===== src/rtl/systolic_seq_ctrl.sv =====
// Sequencer for an ARR_SIZE x ARR_SIZE systolic MAC array: weight load, skewed activation feed, result deskew.
// Optional macro SYSTOLIC_SEQ_PERF_EN adds perf_stall_cyc (LOAD/FEED stall cycles of the current job).
module systolic_seq_ctrl #(
    parameter int ARR_SIZE      = 4,
    parameter int HORIZONTAL_BW = 16,
    parameter int VERTICAL_BW   = 32,
    parameter int ROWS_W        = 16,
    parameter int ARR_LAT       = 5
) (
    input  logic                              clk,
    input  logic                              rst,
    input  logic                              start,
    input  logic [ROWS_W-1:0]                 cfg_rows,
    output logic                              busy,
    output logic                              done,
    input  logic                              w_valid,
    output logic                              w_ready,
    input  logic [ARR_SIZE*HORIZONTAL_BW-1:0] w_data,
    input  logic                              a_valid,
    output logic                              a_ready,
    input  logic [ARR_SIZE*HORIZONTAL_BW-1:0] a_data,
    output logic                              arr_mode,
    output logic [ARR_SIZE*HORIZONTAL_BW-1:0] arr_vert,
    output logic [ARR_SIZE*HORIZONTAL_BW-1:0] arr_horz,
    input  logic [ARR_SIZE*VERTICAL_BW-1:0]   arr_result,
    output logic                              res_valid,
    output logic                              res_last,
    output logic [ARR_SIZE*VERTICAL_BW-1:0]   res_data
`ifdef SYSTOLIC_SEQ_PERF_EN
    ,
    output logic [31:0]                       perf_stall_cyc
`endif
);

    localparam int HW     = ARR_SIZE * HORIZONTAL_BW;
    localparam int VW     = ARR_SIZE * VERTICAL_BW;
    localparam int TAG_D  = ARR_LAT + ARR_SIZE;
    localparam int WCNT_W = $clog2(ARR_SIZE + 1);

    // state | meaning: IDLE wait start | LOAD weight rows | FEED activations | DRAIN flush tags | DONE pulse
    typedef enum logic [2:0] {S_IDLE, S_LOAD, S_FEED, S_DRAIN, S_DONE} state_t;

    state_t              state, state_nxt;
    logic [WCNT_W-1:0]   w_left;
    logic [ROWS_W-1:0]   rows_left;
    logic                w_xfer, a_xfer, a_final, start_acc, tag_busy;
    logic [TAG_D-1:0]    tag_v, tag_l;
    logic [HW-1:0]       feed_in;
    logic [VW-1:0]       aligned;
    logic                mode_q;
    logic [HW-1:0]       vert_q;

    assign w_xfer    = w_valid & w_ready;
    assign a_xfer    = a_valid & a_ready;
    assign a_final   = a_xfer & (rows_left == ROWS_W'(1));
    assign start_acc = (state == S_IDLE) & start;
    assign tag_busy  = |tag_v;

    always_ff @(posedge clk or posedge rst) begin
        if (rst) state <= S_IDLE;
        else     state <= state_nxt;
    end

    always_comb begin
        state_nxt = state;
        busy      = 1'b1;
        done      = 1'b0;
        w_ready   = 1'b0;
        a_ready   = 1'b0;
        case (state)
            S_IDLE: begin
                busy = 1'b0;
                if (start) state_nxt = S_LOAD;
            end
            S_LOAD: begin
                w_ready = 1'b1;
                if (w_valid && w_left == WCNT_W'(1))
                    state_nxt = (rows_left == '0) ? S_DRAIN : S_FEED;
            end
            S_FEED: begin
                a_ready = 1'b1;
                if (a_valid && rows_left == ROWS_W'(1)) state_nxt = S_DRAIN;
            end
            S_DRAIN: if (!tag_busy) state_nxt = S_DONE;
            S_DONE: begin
                done      = 1'b1;
                state_nxt = S_IDLE;
            end
            default: state_nxt = S_IDLE;
        endcase
    end

    always_ff @(posedge clk or posedge rst) begin
        if (rst) begin
            w_left    <= '0;
            rows_left <= '0;
        end else if (start_acc) begin
            w_left    <= WCNT_W'(ARR_SIZE);
            rows_left <= cfg_rows;
        end else begin
            if (w_xfer) w_left <= w_left - WCNT_W'(1);
            if (a_xfer) rows_left <= rows_left - ROWS_W'(1);
        end
    end

    // Stall cycles in LOAD leave the array in compute mode with zero inputs (a no-op).
    always_ff @(posedge clk or posedge rst) begin
        if (rst) begin
            mode_q <= 1'b0;
            vert_q <= '0;
        end else begin
            mode_q <= w_xfer;
            vert_q <= w_xfer ? w_data : '0;
        end
    end

    assign arr_mode = mode_q;
    assign arr_vert = vert_q;
    assign feed_in  = a_xfer ? a_data : '0;

    for (genvar i = 0; i < ARR_SIZE; i++) begin : g_skew
        logic [HORIZONTAL_BW-1:0] sk [0:i];
        always_ff @(posedge clk or posedge rst) begin
            if (rst) begin
                for (int k = 0; k <= i; k++) sk[k] <= '0;
            end else begin
                sk[0] <= feed_in[i*HORIZONTAL_BW +: HORIZONTAL_BW];
                for (int k = 1; k <= i; k++) sk[k] <= sk[k-1];
            end
        end
        assign arr_horz[i*HORIZONTAL_BW +: HORIZONTAL_BW] = sk[i];
    end

    // Column j leaves the array j cycles after column 0; delay it so all columns line up.
    for (genvar j = 0; j < ARR_SIZE; j++) begin : g_align
        localparam int D = ARR_SIZE - 1 - j;
        if (D == 0) begin : g_pass
            assign aligned[j*VERTICAL_BW +: VERTICAL_BW] = arr_result[j*VERTICAL_BW +: VERTICAL_BW];
        end else begin : g_dly
            logic [VERTICAL_BW-1:0] dl [0:D-1];
            always_ff @(posedge clk or posedge rst) begin
                if (rst) begin
                    for (int k = 0; k < D; k++) dl[k] <= '0;
                end else begin
                    dl[0] <= arr_result[j*VERTICAL_BW +: VERTICAL_BW];
                    for (int k = 1; k < D; k++) dl[k] <= dl[k-1];
                end
            end
            assign aligned[j*VERTICAL_BW +: VERTICAL_BW] = dl[D-1];
        end
    end

    always_ff @(posedge clk or posedge rst) begin
        if (rst) begin
            tag_v     <= '0;
            tag_l     <= '0;
            res_valid <= 1'b0;
            res_last  <= 1'b0;
            res_data  <= '0;
        end else begin
            tag_v     <= {tag_v[TAG_D-2:0], a_xfer};
            tag_l     <= {tag_l[TAG_D-2:0], a_final};
            res_valid <= tag_v[TAG_D-1];
            res_last  <= tag_v[TAG_D-1] & tag_l[TAG_D-1];
            res_data  <= tag_v[TAG_D-1] ? aligned : '0;
        end
    end

`ifdef SYSTOLIC_SEQ_PERF_EN
    logic [31:0] stall_cnt;
    logic        stall_now;

    assign stall_now = ((state == S_LOAD) & ~w_valid) | ((state == S_FEED) & ~a_valid);

    always_ff @(posedge clk or posedge rst) begin
        if (rst)                                stall_cnt <= '0;
        else if (start_acc)                     stall_cnt <= '0;
        else if (stall_now && stall_cnt != '1)  stall_cnt <= stall_cnt + 32'd1;
    end

    assign perf_stall_cyc = stall_cnt;
`endif

endmodule


===== config.mk =====
export PLATFORM = sky130hd
export DESIGN_NAME = systolic_seq_ctrl
export DESIGN_NICKNAME = d
export VERILOG_FILES = /design/src/rtl/systolic_seq_ctrl.sv
export SDC_FILE = /design/constraint.sdc
export NUM_CORES = 1
export LEC_CHECK = 0
export ABC_AREA = 1
export CORE_ASPECT_RATIO = 0.7
export CORE_MARGIN = 10
export CORE_UTILIZATION = 35
export CTS_CLUSTER_DIAMETER = 120
export CTS_CLUSTER_SIZE = 40
export DETAILED_ROUTE_END_ITERATION = 10
export GPL_ROUTABILITY_DRIVEN = 0
export SYNTH_ARGS = -nofsm -noshare
export SYNTH_HDL_FRONTEND = slang
export SYNTH_SLANG_ARGS = --single-unit

===== constraint.sdc =====
create_clock -name clk -period 52.2 [get_ports clk]
set_input_delay 7.83 -clock clk [delete_from_list [all_inputs] [get_ports clk]]
set_output_delay 7.83 -clock clk [all_outputs]
set_load 0.01 [all_outputs]

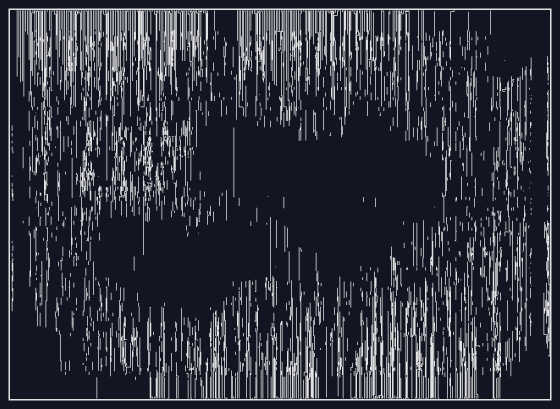
Run 1: met2 routing
share of all routed wire: 51%
wire length on this layer: 22.7 mm
nets with wire on the layer: 1739
main direction: vertical
longest straight run: 69.5 um

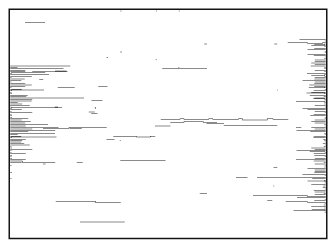
Run 1: M3 wires
share of all routed wire: 6.9%
main direction: horizontal

==> out/results.ini, run 1 <==
[sta]
tightest_slew_ns = 1.06
finalCritPeriodShare = 0.213
setup_viol = 0
clock-skew-final_ns = 0.0252
relSlewSlack = 0.292
grt_setup_unrepaired = false

[floorplan]
rows = 70
core_area_um2 = 52000
pin_count = 540

[logic_synthesis]
yosysUniqueCellTypes = 33
top_cells_by_count = dfrtp_1, inv_1, nand2_1
ys_sh_aoi = 0.0100
flop_cell = dfrtp_1
logic_family = simple AND/OR/NAND/NOR gates
ys_seq_frac = 0.802
yosys_area_um2 = 18300
ys_cells = 1390

[global_routing]
grt_pass1_wl_um = 66300
grtUsageTotal = 0.137

[cells_and_area]
top_regs = g_align.g_dly.dl x128, res_data x128, g_skew.sk x112
comb_area_um2 = 1930
largest_cell_class = flip-flops and latches
lay_top_cells = dfrtp_1, clkdlybuf4s50_1, inv_1
clk_share = 0.0202
nNetsFinal = 2158
syn_to_final_growth_pct = 34.1
nClkBuffers = 20
regArea_um2 = 14700
seq_share = 0.598
layout.comb_gates.multi_input = 428
layout.cells.most_common = dfrtp_1

[worst_setup_path]
cpMaxStageDelayCell = buf_4
crit_top_cell = buf_4
cpPeakStageDelay_ns = 0.90
worst-path-max-fanout = 147
path_cells = clkdlybuf4s50_1 > inv_8 > buf_4 > buf_4 > buf_4
r2r_cells = 9
timing.rr.start = state[0]
regToRegSetupSlack_ns = 50.02
path_class = in -> async
crit_start = rst

[cts]
cts_tree = done
numCtsBuffers = 18
clk_pin_slew_ns = 0.13
root_buffer = clkbuf_16
clock_latency_ns = 0.57
post_cts_resized = 0

[power_and_ir_drop]
p_comb_frac = 0.190
power.group.top = registers
pg_comb_mw = 0.167
total_power_mw = 0.881

[min_path]
hp-class = reg -> reg

[flow_run]
maxCapViolCount = 0

[route]
drt_pass1_iterations = 4

[place]
dpl_cell_area_um2 = 24100
port-buffer-count = 539

[status]
status = finished, final reports clean

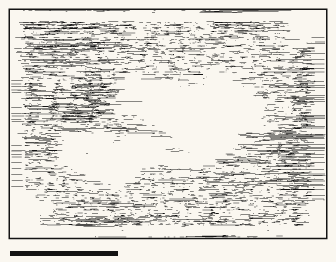
Run 1: met1 routing
The bar under the picture is 100 um long.
nets with wire on the layer: 2014
main direction: horizontal
wire length on this layer: 17600 um
longest straight run: 85.1 um
share of all routed wire: 40%

## run 1: stage by stage
stage	hold WS, ns	worst slack (ns)	instances
6_report	0.342	41.07	2564
5_1_grt	0.360	40.44	2563
3_3_place_gp	0.331	40.36	2541
3_5_place_dp	0.335	40.25	2541
4_1_cts	0.348	40.90	2562
2_1_floorplan	0.331	27.94	1390
## run 1: how the worst max path moves through the flow
stage	to	cells past startpoint
2_1_floorplan	aligned[0]	1
3_3_place_gp	g_skew[2].sk[43]	5
3_5_place_dp	res_data[104]	5
4_1_cts	arr_horz[56]	5
5_1_grt	arr_horz[56]	5
6_report	g_skew[3].sk[49]	5
## run 1: metal layers
layer  GRT usage  vias up  part of all wire
met5           0        -            0.0020
met4      0.0231       14             0.016
met3      0.0435       43             0.069
met2       0.240      237              0.51
met1       0.167     5154              0.40
li1            -     4871                 -
## Run 2: what changed since run 1
clock period = 9.74 ns   (was 52.2 ns; I/O delays follow)
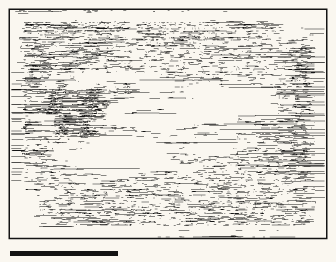
Run 2: met1 routing
The bar under the picture is 100 um long.
wire length on this layer: 17400 um
longest straight run: 97.5 um
share of all routed wire: 39%
main direction: horizontal
nets with wire on the layer: 2010

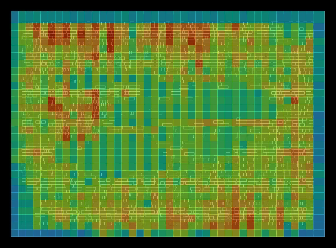
Run 2: routing congestion
met3 GRT Util: 0.0467
M1 GR Usage: 0.163
global-route usage over all layers: 0.137
final core occ: 0.472

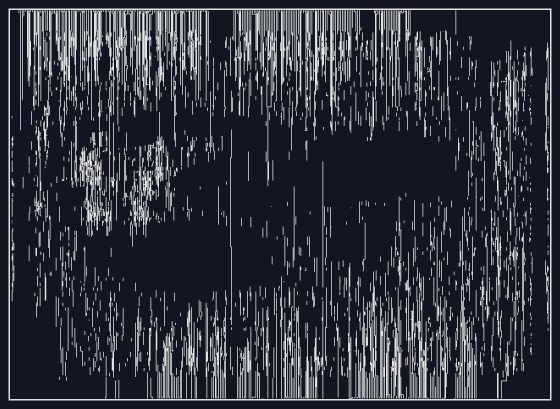
Run 2: met2 routing
longest straight run: 68.3 um
share of all routed wire: 52%
main direction: vertical
wire length on this layer: 22.8 mm
nets with wire on the layer: 1778

==> out/results.ini, run 2 <==
[status]
status = finished, final reports clean

[worst_setup_path]
path_cells = inv_2 > nand3_4 > inv_2 > clkdlybuf4s50_1
crit_top_cell = inv_2
cpMaxStageDelayCell = clkdlybuf4s50_1
crit_start = state[0]
cp_num_cells = 4  ; -1
r2r_cells = 9  ; unchanged
worst_r2r_endpoint = rows_left[13]
timing.rr.start = state[0]
cp-endpoint = a_ready
cpPeakStageDelay_ns = 0.58  ; -0.32 ns
regToRegSetupSlack_ns = 7.36  ; -42.66 ns
crit_required_ns = 8.28
path_class = reg -> out
worst-path-max-fanout = 5  ; -97%

[sta]
clock-skew-final_ns = 0.0437  ; +0.0185 ns
tightest_slew_ns = 1.16  ; +0.0982 ns
hold_ws_ns = 0.337  ; -0.00490 ns
fin_ws_ns = 6.29  ; -34.78 ns
setup_viol = 0  ; unchanged
finalCritPeriodShare = 0.355
relSlewSlack = 0.227  ; -0.0655
grt_setup_unrepaired = false

[power_and_ir_drop]
p_comb_frac = 0.190  ; about the same
power.group.top = registers
total_power_mw = 4.73  ; +440%
pg_comb_mw = 0.900  ; +440%
swShare = 0.272

[cts]
numCtsBuffers = 18  ; unchanged
clock_latency_ns = 0.59  ; +0.02 ns
root_buffer = clkbuf_16
cts_tree = done
clk_pin_slew_ns = 0.15  ; +0.02 ns

[cells_and_area]
layout.comb_gates.multi_input = 428  ; unchanged
comb_share = 0.0786
syn_to_final_growth_pct = 34.2
layout.cells.most_common = dfrtp_1
seq_share = 0.598  ; -0.000611
regArea_um2 = 14700  ; unchanged
nClkBuffers = 19  ; -5.0%
clk_share = 0.0198  ; -0.000377
top_regs = g_align.g_dly.dl x128, res_data x128, g_skew.sk x112
nNetsFinal = 2158  ; unchanged
lay_top_cells = dfrtp_1, clkdlybuf4s50_1, inv_1
largest_cell_class = flip-flops and latches

[logic_synthesis]
top_cells_by_count = dfrtp_1, inv_1, nand2_1
yosysUniqueCellTypes = 33  ; unchanged
ys_sh_aoi = 0.0100  ; unchanged
ys_seq_frac = 0.802  ; unchanged
yosys.area.top_type = dfrtp_1
flop_cell = dfrtp_1
yosys_area_um2 = 18300  ; unchanged
ys_cells = 1390  ; unchanged
area_leaders = dfrtp_1, inv_1, nand2_1, nor2_1, buf_4

[route]
drt_pass1_iterations = 4  ; unchanged
highest_layer = met5
met3WireLength_um = 3290  ; +7.6%
drt-met1-wl_um = 17400  ; -1.1%
wl_met2_um = 22800  ; +0.83%

[place]
pre_cts_slack_ns = 5.90  ; -34.35 ns
port-buffer-count = 539  ; unchanged

[floorplan]
pin_count = 540  ; unchanged
core_area_um2 = 52000  ; unchanged
rows = 70  ; unchanged

[global_routing]
top_usage_layer = met2
grt_use_met2 = 0.241  ; +0.00153

[min_path]
hp-class = reg -> reg

[flow_run]
maxCapViolCount = 0  ; unchanged

-- run 2: netlist changes by cell type in the layout (fill, tap and decap cells not counted) --
cell        before  now
clkbuf_16       19   18
buf_12           0    2
buf_4            8    6
clkinv_8         1    2
clkinvlp_4       0    1
diode_2          2    7
inv_8            1    0
-- run 2: stage by stage --
step	instances	util
2_1_floorplan	1390	-
3_3_place_gp	2541	0.463
3_5_place_dp	2541	0.463
4_1_cts	2562	0.472
5_1_grt	2563	0.472
6_report	2569	0.472
-- run 2: kinds of logic (layout without fill, tap and decap cells) --
group / Yosys count / after routing
simple gates: 395 / 395
fa+ha+maj: 4 / 4
compound gates: 29 / 29
other cells: 0 / 7
flops: 587 / 587
buf+inv: 375 / 863
## Run 3: what changed since run 2
clock period = 3.4 ns   (was 9.74 ns; I/O delays follow)
==> out/results.ini, run 3 <==
[worst_setup_path]
cpMaxStageDelayCell = clkdlybuf4s50_1
r2r_cells = 6  ; -3
crit_required_ns = 2.89  ; -5.39 ns
path_class = reg -> out
cp-endpoint = a_ready
path_cells = inv_2 > nand3_4 > inv_2 > clkdlybuf4s50_1
worst-path-max-fanout = 5  ; unchanged
regToRegSetupSlack_ns = 1.36  ; -6.00 ns
crit_top_cell = inv_2
cp_num_cells = 4  ; unchanged

[sta]
grt_setup_unrepaired = false
fin_ws_ns = 0.917  ; -5.37 ns
tightest_slew_ns = 0.709  ; -0.451 ns
setup_viol = 0  ; unchanged
hold_ws_ns = 0.324  ; -0.0132 ns

[power_and_ir_drop]
pg_comb_mw = 2.60  ; +190%

[cts]
root_buffer = clkbuf_16
clk_pin_slew_ns = 0.14  ; about the same
cts_tree = done

[place]
pre_cts_slack_ns = 1.02  ; -4.89 ns
port-buffer-count = 539  ; unchanged

[route]
drt-met1-wl_um = 17400  ; about the same
met3WireLength_um = 3460  ; +5.2%
wl_met2_um = 22800  ; -0.41%

[cells_and_area]
layout.cells.most_common = dfrtp_1
top_regs = g_align.g_dly.dl x128, res_data x128, g_skew.sk x112
stdcell_count = 2573  ; +0.16%
syn_to_final_growth_pct = 34.9
nNetsFinal = 2165  ; +0.32%

[logic_synthesis]
yosysUniqueCellTypes = 33  ; unchanged
ys_cells = 1390  ; unchanged
ys_seq_frac = 0.802  ; unchanged
top_cells_by_count = dfrtp_1, inv_1, nand2_1

[flow_run]
maxCapViolCount = 0  ; unchanged

[min_path]
hp-class = in -> async

[global_routing]
grtUsageTotal = 0.140  ; +0.00247

[floorplan]
core_area_um2 = 52000  ; unchanged

[status]
status = finished, final reports clean

run 3: cell counts after synthesis:
Identical to the previous run, type by type.
run 3: kinds of logic (layout without fill, tap and decap cells):
kind of cell	Yosys count	after routing	synth area share
AND/OR/NAND/NOR	395	395	0.0927
buffers and inverters	375	870	0.0921
flip-flops	587	587	0.802
adder cells (fa/ha/maj)	4	4	0.00273
other	0	4	0
AND-OR/OR-AND	29	29	0.0100
run 3: layout make-up:
type	count	area [um2]
fillers	4625	27300
flip-flops and latches	587	14700
repair buffers	554	5610
multi-input cells	428	1930
inverters	295	1110
well taps	684	856
clock buffers	20	479
clock inverters	1	16.3
diodes	4	10.0
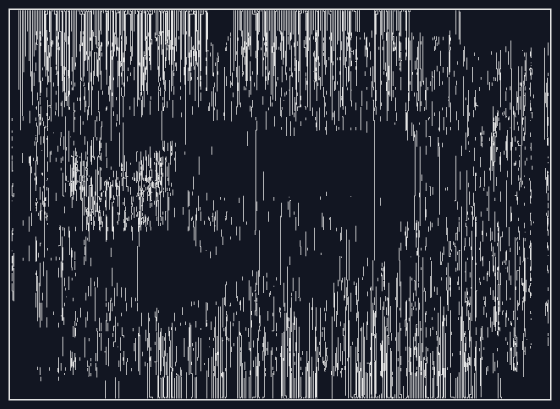
Run 3: met2 routing
main direction: vertical
wire length on this layer: 22.8 mm
longest straight run: 76.0 um
nets with wire on the layer: 1722

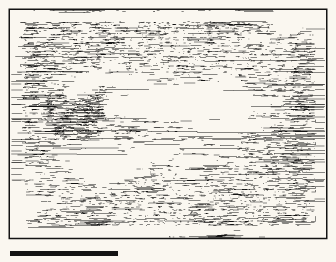
Run 3: met1 routing
The bar under the picture is 100 um long.
nets with wire on the layer: 2009
longest straight run: 75.4 um

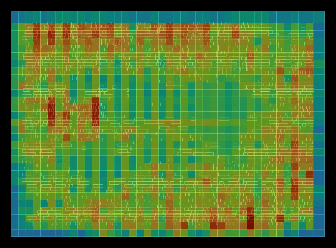
Run 3: routing congestion
met3 GRT Util: 0.0474
final core occ: 0.475
M1 GR Usage: 0.167

